[config.mk]
export PLATFORM = sky130hd
export DESIGN_NAME = display_resultado
export DESIGN_NICKNAME = d
export VERILOG_FILES = /design/src/rtl/display_resultado.sv
export SDC_FILE = /design/constraint.sdc
export NUM_CORES = 1
export LEC_CHECK = 0
export ABC_CLOCK_PERIOD_IN_PS = 6220
export CORE_ASPECT_RATIO = 1.25
export CORE_MARGIN = 1
export CORE_UTILIZATION = 45
export DETAILED_ROUTE_END_ITERATION = 10
export GPL_TIMING_DRIVEN = 1
export PLACE_DENSITY = 0.7
export SLEW_MARGIN = 20
export SYNTH_ARGS = -nofsm -noshare
export SYNTH_HDL_FRONTEND = slang
export SYNTH_SLANG_ARGS = --single-unit
[constraint.sdc]
create_clock -name clk -period 6.22 [get_ports clk]
set_input_delay 1.244 -clock clk [delete_from_list [all_inputs] [get_ports clk]]
set_output_delay 1.244 -clock clk [all_outputs]
set_load 0.01 [all_outputs]
[src/rtl/display_resultado.sv]
// BCD conversion and 4-digit multiplexed common-anode 7-segment display for divider results.
// Optional build macro: LEADING_ZERO_BLANK_EN (blank a tens digit of 0 instead of showing '0').
module display_resultado #(
    parameter int REFRESH_DIV = 500
) (
    input  logic       clk,
    input  logic       rst,
    input  logic [3:0] cociente,
    input  logic [3:0] resto,
    input  logic       load,
    output logic       busy,
    output logic [6:0] seg,
    output logic [3:0] an
);

    localparam int                 CNT_W   = (REFRESH_DIV > 2) ? $clog2(REFRESH_DIV) : 1;
    localparam logic [CNT_W-1:0]   CNT_MAX = CNT_W'(REFRESH_DIV - 1);

    typedef enum logic [1:0] {
        IDLE   = 2'd0,
        CONV   = 2'd1,
        UPDATE = 2'd2
    } state_t;

    state_t            state_r;
    state_t            state_s;
    logic [11:0]       coc_sh_r;
    logic [11:0]       res_sh_r;
    logic [1:0]        step_r;
    logic [15:0]       digits_r;
    logic              busy_r;
    logic [CNT_W-1:0]  cnt_r;
    logic [1:0]        idx_r;
    logic [1:0]        idx_nxt_s;
    logic [3:0]        digit_sel_s;
    logic [6:0]        seg_nxt_s;
    logic [6:0]        seg_r;
    logic [3:0]        an_r;

    // One double-dabble step on {tens, units, binary}: correct BCD nibbles, then shift.
    function automatic logic [11:0] dabble_step(input logic [11:0] v);
        logic [11:0] adj;
        adj = v;
        if (adj[11:8] >= 4'd5) begin
            adj[11:8] = adj[11:8] + 4'd3;
        end
        if (adj[7:4] >= 4'd5) begin
            adj[7:4] = adj[7:4] + 4'd3;
        end
        return {adj[10:0], 1'b0};
    endfunction

    function automatic logic [6:0] decode(input logic [3:0] d);
        logic [6:0] s;
        case (d)
            4'd0:    s = 7'h40;
            4'd1:    s = 7'h79;
            4'd2:    s = 7'h24;
            4'd3:    s = 7'h30;
            4'd4:    s = 7'h19;
            4'd5:    s = 7'h12;
            4'd6:    s = 7'h02;
            4'd7:    s = 7'h78;
            4'd8:    s = 7'h00;
            4'd9:    s = 7'h10;
            default: s = 7'h7F;
        endcase
        return s;
    endfunction

    // Conversion FSM next-state logic.
    always_comb begin
        state_s = state_r;
        case (state_r)
            IDLE: begin
                if (load) begin
                    state_s = CONV;
                end else begin
                    state_s = IDLE;
                end
            end
            CONV: begin
                if (step_r == 2'd3) begin
                    state_s = UPDATE;
                end else begin
                    state_s = CONV;
                end
            end
            UPDATE:  state_s = IDLE;
            default: state_s = IDLE;
        endcase
    end

    // FSM state register and busy flag, busy tracks the state being entered.
    always_ff @(posedge clk or negedge rst) begin
        if (!rst) begin
            state_r <= IDLE;
            busy_r  <= 1'b0;
        end else begin
            state_r <= state_s;
            busy_r  <= (state_s != IDLE);
        end
    end

    // Conversion datapath: capture, four dabble steps, then publish to the digit registers.
    always_ff @(posedge clk or negedge rst) begin
        if (!rst) begin
            coc_sh_r <= 12'd0;
            res_sh_r <= 12'd0;
            step_r   <= 2'd0;
            digits_r <= 16'd0;
        end else begin
            case (state_r)
                IDLE: begin
                    if (load) begin
                        coc_sh_r <= {8'd0, cociente};
                        res_sh_r <= {8'd0, resto};
                        step_r   <= 2'd0;
                    end
                end
                CONV: begin
                    coc_sh_r <= dabble_step(coc_sh_r);
                    res_sh_r <= dabble_step(res_sh_r);
                    step_r   <= step_r + 2'd1;
                end
                UPDATE: begin
                    digits_r <= {coc_sh_r[11:4], res_sh_r[11:4]};
                end
                default: begin
                    step_r <= 2'd0;
                end
            endcase
        end
    end

    // Digit selected for the slot that starts at the next wrap; odd slots hold tens digits.
    always_comb begin
        idx_nxt_s   = idx_r + 2'd1;
        digit_sel_s = 4'd0;
        case (idx_nxt_s)
            2'd0:    digit_sel_s = digits_r[3:0];
            2'd1:    digit_sel_s = digits_r[7:4];
            2'd2:    digit_sel_s = digits_r[11:8];
            2'd3:    digit_sel_s = digits_r[15:12];
            default: digit_sel_s = 4'd0;
        endcase
`ifdef LEADING_ZERO_BLANK_EN
        if (idx_nxt_s[0] && (digit_sel_s == 4'd0)) begin
            seg_nxt_s = 7'h7F;
        end else begin
            seg_nxt_s = decode(digit_sel_s);
        end
`else
        seg_nxt_s = decode(digit_sel_s);
`endif
    end

    // Refresh scan: segments and anodes only change together on a counter wrap.
    always_ff @(posedge clk or negedge rst) begin
        if (!rst) begin
            cnt_r <= '0;
            idx_r <= 2'd0;
            an_r  <= 4'hF;
            seg_r <= 7'h7F;
        end else if (cnt_r == CNT_MAX) begin
            cnt_r <= '0;
            idx_r <= idx_nxt_s;
            an_r  <= ~(4'b0001 << idx_nxt_s);
            seg_r <= seg_nxt_s;
        end else begin
            cnt_r <= cnt_r + {{(CNT_W-1){1'b0}}, 1'b1};
        end
    end

    assign busy = busy_r;
    assign seg  = seg_r;
    assign an   = an_r;

endmodule
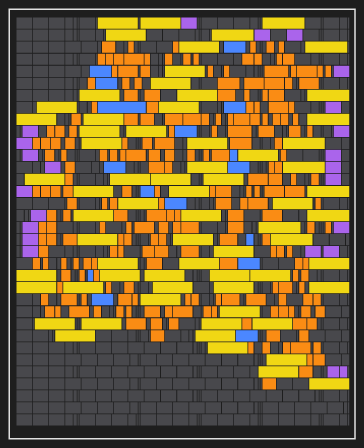
(placed cells, one color a class)
Fill, decap, tap and diode cells in gray.
Yellow shows sequential cells, cells 67, share of their area 47%. Purple shows remaining buffers and delay cells, cells 23, share of their area 6.2%. Orange shows combinational and other logic, cells 227, share of their area 41%. Blue shows clock drivers and dummy loads, cells 16, share of their area 5.7%.
sequential share of cell area: 45.6%
Core ar.: 6980 um^2
Final Util: 53.2%

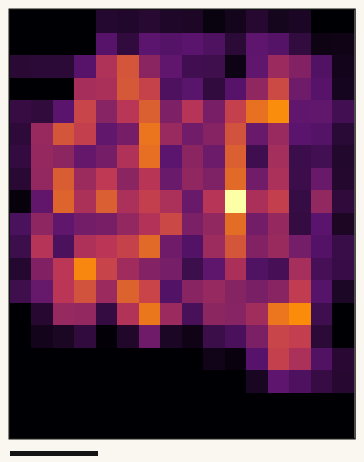
(signal metal coverage by tile)
Scale bar: 20 um. 16 x 19 tiles, from black (low) to pale yellow (high), scaled to the fullest tile. Values are wire area over tile area, all layers added.
The mean over all tiles is 0.12. 23% of the tiles are nearly empty. 13% of the tiles are over half the peak. The densest ninth of the die: center. The emptiest ninth of the die: south-west. The fullest tile reaches 0.48.
via count: 2273
Tot GR Track Use: 17.2%
Routed WL: 5.76 mm
post-DR wirelength/cell: 13.6 um

power by group through the flow:
stage                     sequential, mW  combinational, mW  clock, mW
after floorplan                    0.623              0.404          0
after CTS                          0.641              0.504      0.380
after global placement             0.646              0.491          0
after global routing               0.657              0.577      0.395
after detailed placement           0.649              0.502          0
final                              0.641              0.497      0.373
per-stage QoR:
stage / area, um^2 / hold slack, ns / total power, mW / util [%]
3_5_place_dp: 3500 / 0.458 / 1.15 / 50.2
4_1_cts: 3710 / 0.469 / 1.53 / 53.2
5_1_grt: 3710 / 0.492 / 1.63 / 53.2
2_1_floorplan: 3240 / 0.441 / 1.03 / -
6_report: 3710 / 0.463 / 1.51 / 53.2
3_3_place_gp: 3500 / 0.452 / 1.14 / 50.2
worst min path at each step:
stage	from	end	slack, ns	cells after the start
2_1_floorplan	cnt_r[8]$_DFF_PN0_	cnt_r[8]$_DFF_PN0_	0.44	1
3_3_place_gp	seg[4]$_DFFE_PN1N_	seg[4]$_DFFE_PN1N_	0.45	2
3_5_place_dp	seg[4]$_DFFE_PN1N_	seg[4]$_DFFE_PN1N_	0.46	2
4_1_cts	seg[4]$_DFFE_PN1N_	seg[4]$_DFFE_PN1N_	0.47	2
5_1_grt	seg[4]$_DFFE_PN1N_	seg[4]$_DFFE_PN1N_	0.49	2
6_report	seg[4]$_DFFE_PN1N_	seg[4]$_DFFE_PN1N_	0.46	2
cells in the mapped netlist (2+ instances only):
cell type	count	area, um^2
buf_2	6	30.0
a222oi_1	4	40.0
xor2_1	3	26.3
nand4_1	2	12.5
nor2b_1	5	31.3
mux2i_1	2	20.0
o31ai_1	7	52.6
o22ai_1	17	106
a21oi_1	23	115
dfstp_2	11	289
o32ai_1	2	17.5
inv_1	16	60.1
o21ai_0	28	140
nand2_1	35	131
mux2_4	2	30.0
ha_1	18	225
nor3_1	2	10.0
mux2i_2	2	27.5
a32o_1	6	60.1
xnor2_1	7	61.3
nand3_1	2	10.0
nand2b_1	5	31.3
inv_2	2	7.51
o31ai_2	2	25.0
buf_6	2	22.5
mux2_2	9	101
clkbuf_1	2	7.51
dfrtp_1	56	1400
nor2_1	15	56.3
cell type report:
cell class	instances	area (um^2)
Tap cell	90	113
Inverter	19	71.3
Timing Repair Buffer	23	223
Sequential cell	67	1690
Multi-Input combinational cell	208	1410
Clock inverter	4	48.8
Fill cell	643	3270
Clock buffer	12	155
logic make-up (layout without fill, tap and decap cells):
| group | Yosys count | in the layout | synth area share (%) |
|---|---|---|---|
| AOI/OAI and AO/OA | 92 | 92 | 17.9 |
| xor gates and xnor gates | 10 | 10 | 2.71 |
| adders and majority gates | 18 | 18 | 6.96 |
| buffers and inverters | 30 | 58 | 4.29 |
| DFF | 67 | 67 | 52.2 |
| muxes | 15 | 15 | 5.53 |
| and+or+nand+nor | 73 | 73 | 10.4 |
per-layer routing:
| layer | wire length, um | vias up |
|---|---|---|
| met5 | 0 | - |
| met4 | 97 | 0 |
| met3 | 139 | 10 |
| met2 | 2790 | 37 |
| met1 | 2730 | 1095 |
| li1 | - | 1131 |
==> run notes <==
yosys + openroad results -> cells on worst reg2reg path 8, status finished clean, Iter 0 DRT Violations 123, # Cells Yosys 305, setup slack after layout 3.57 ns, port bufs 22, PD cells 407 nW/um^2, Hold Violations, Final 0, antenna diode count 0, post-route ant nets 0, row count 34, post-synthesis cell area 3240 um^2, biggest regs digits_r: 16 flops, coc_sh_r: 12 flops, res_sh_r: 12 flops, unrepaired setup endpoints after global routing no, clock share of power 24.7%, Final Non-Filler Cells 423, Net Sw Power 0.538 mW, Syn Area/Cell 10.6 um^2, max reg flops 16, yosys stat chip area 3240 um^2, CP endpoint kind output port, vias per inst 5.37, reg2reg end seg[1]$_DFFE_PN1N_, critical path data arrival time 1.40 ns, Int Pwr 0.973 mW, Comb power frac 32.9%, critical path depth 1, critical path launch point type flip-flop, global-route wire length before repair 10.2 mm, Longest Clk Path Bufs 2, Worst R2R Setup Slack 3.93 ns, relative slew slack 45.1%, Sequential Power Share 42.4%, clock sinks 67, floorplan utilization 46.4%, Max-cap violations 0, Async S/R FF share, synth 100%, DR pass1 iterations 4, IO Count 23, CP Class flip-flop to output port, Slew @ Worst Pin 0.823 ns, syn nets 334, M1 GR Usage 21.6%, met2 Use GR 28.5%, Setup violations, final 0
Power is estimated from default activity; no workload was simulated.
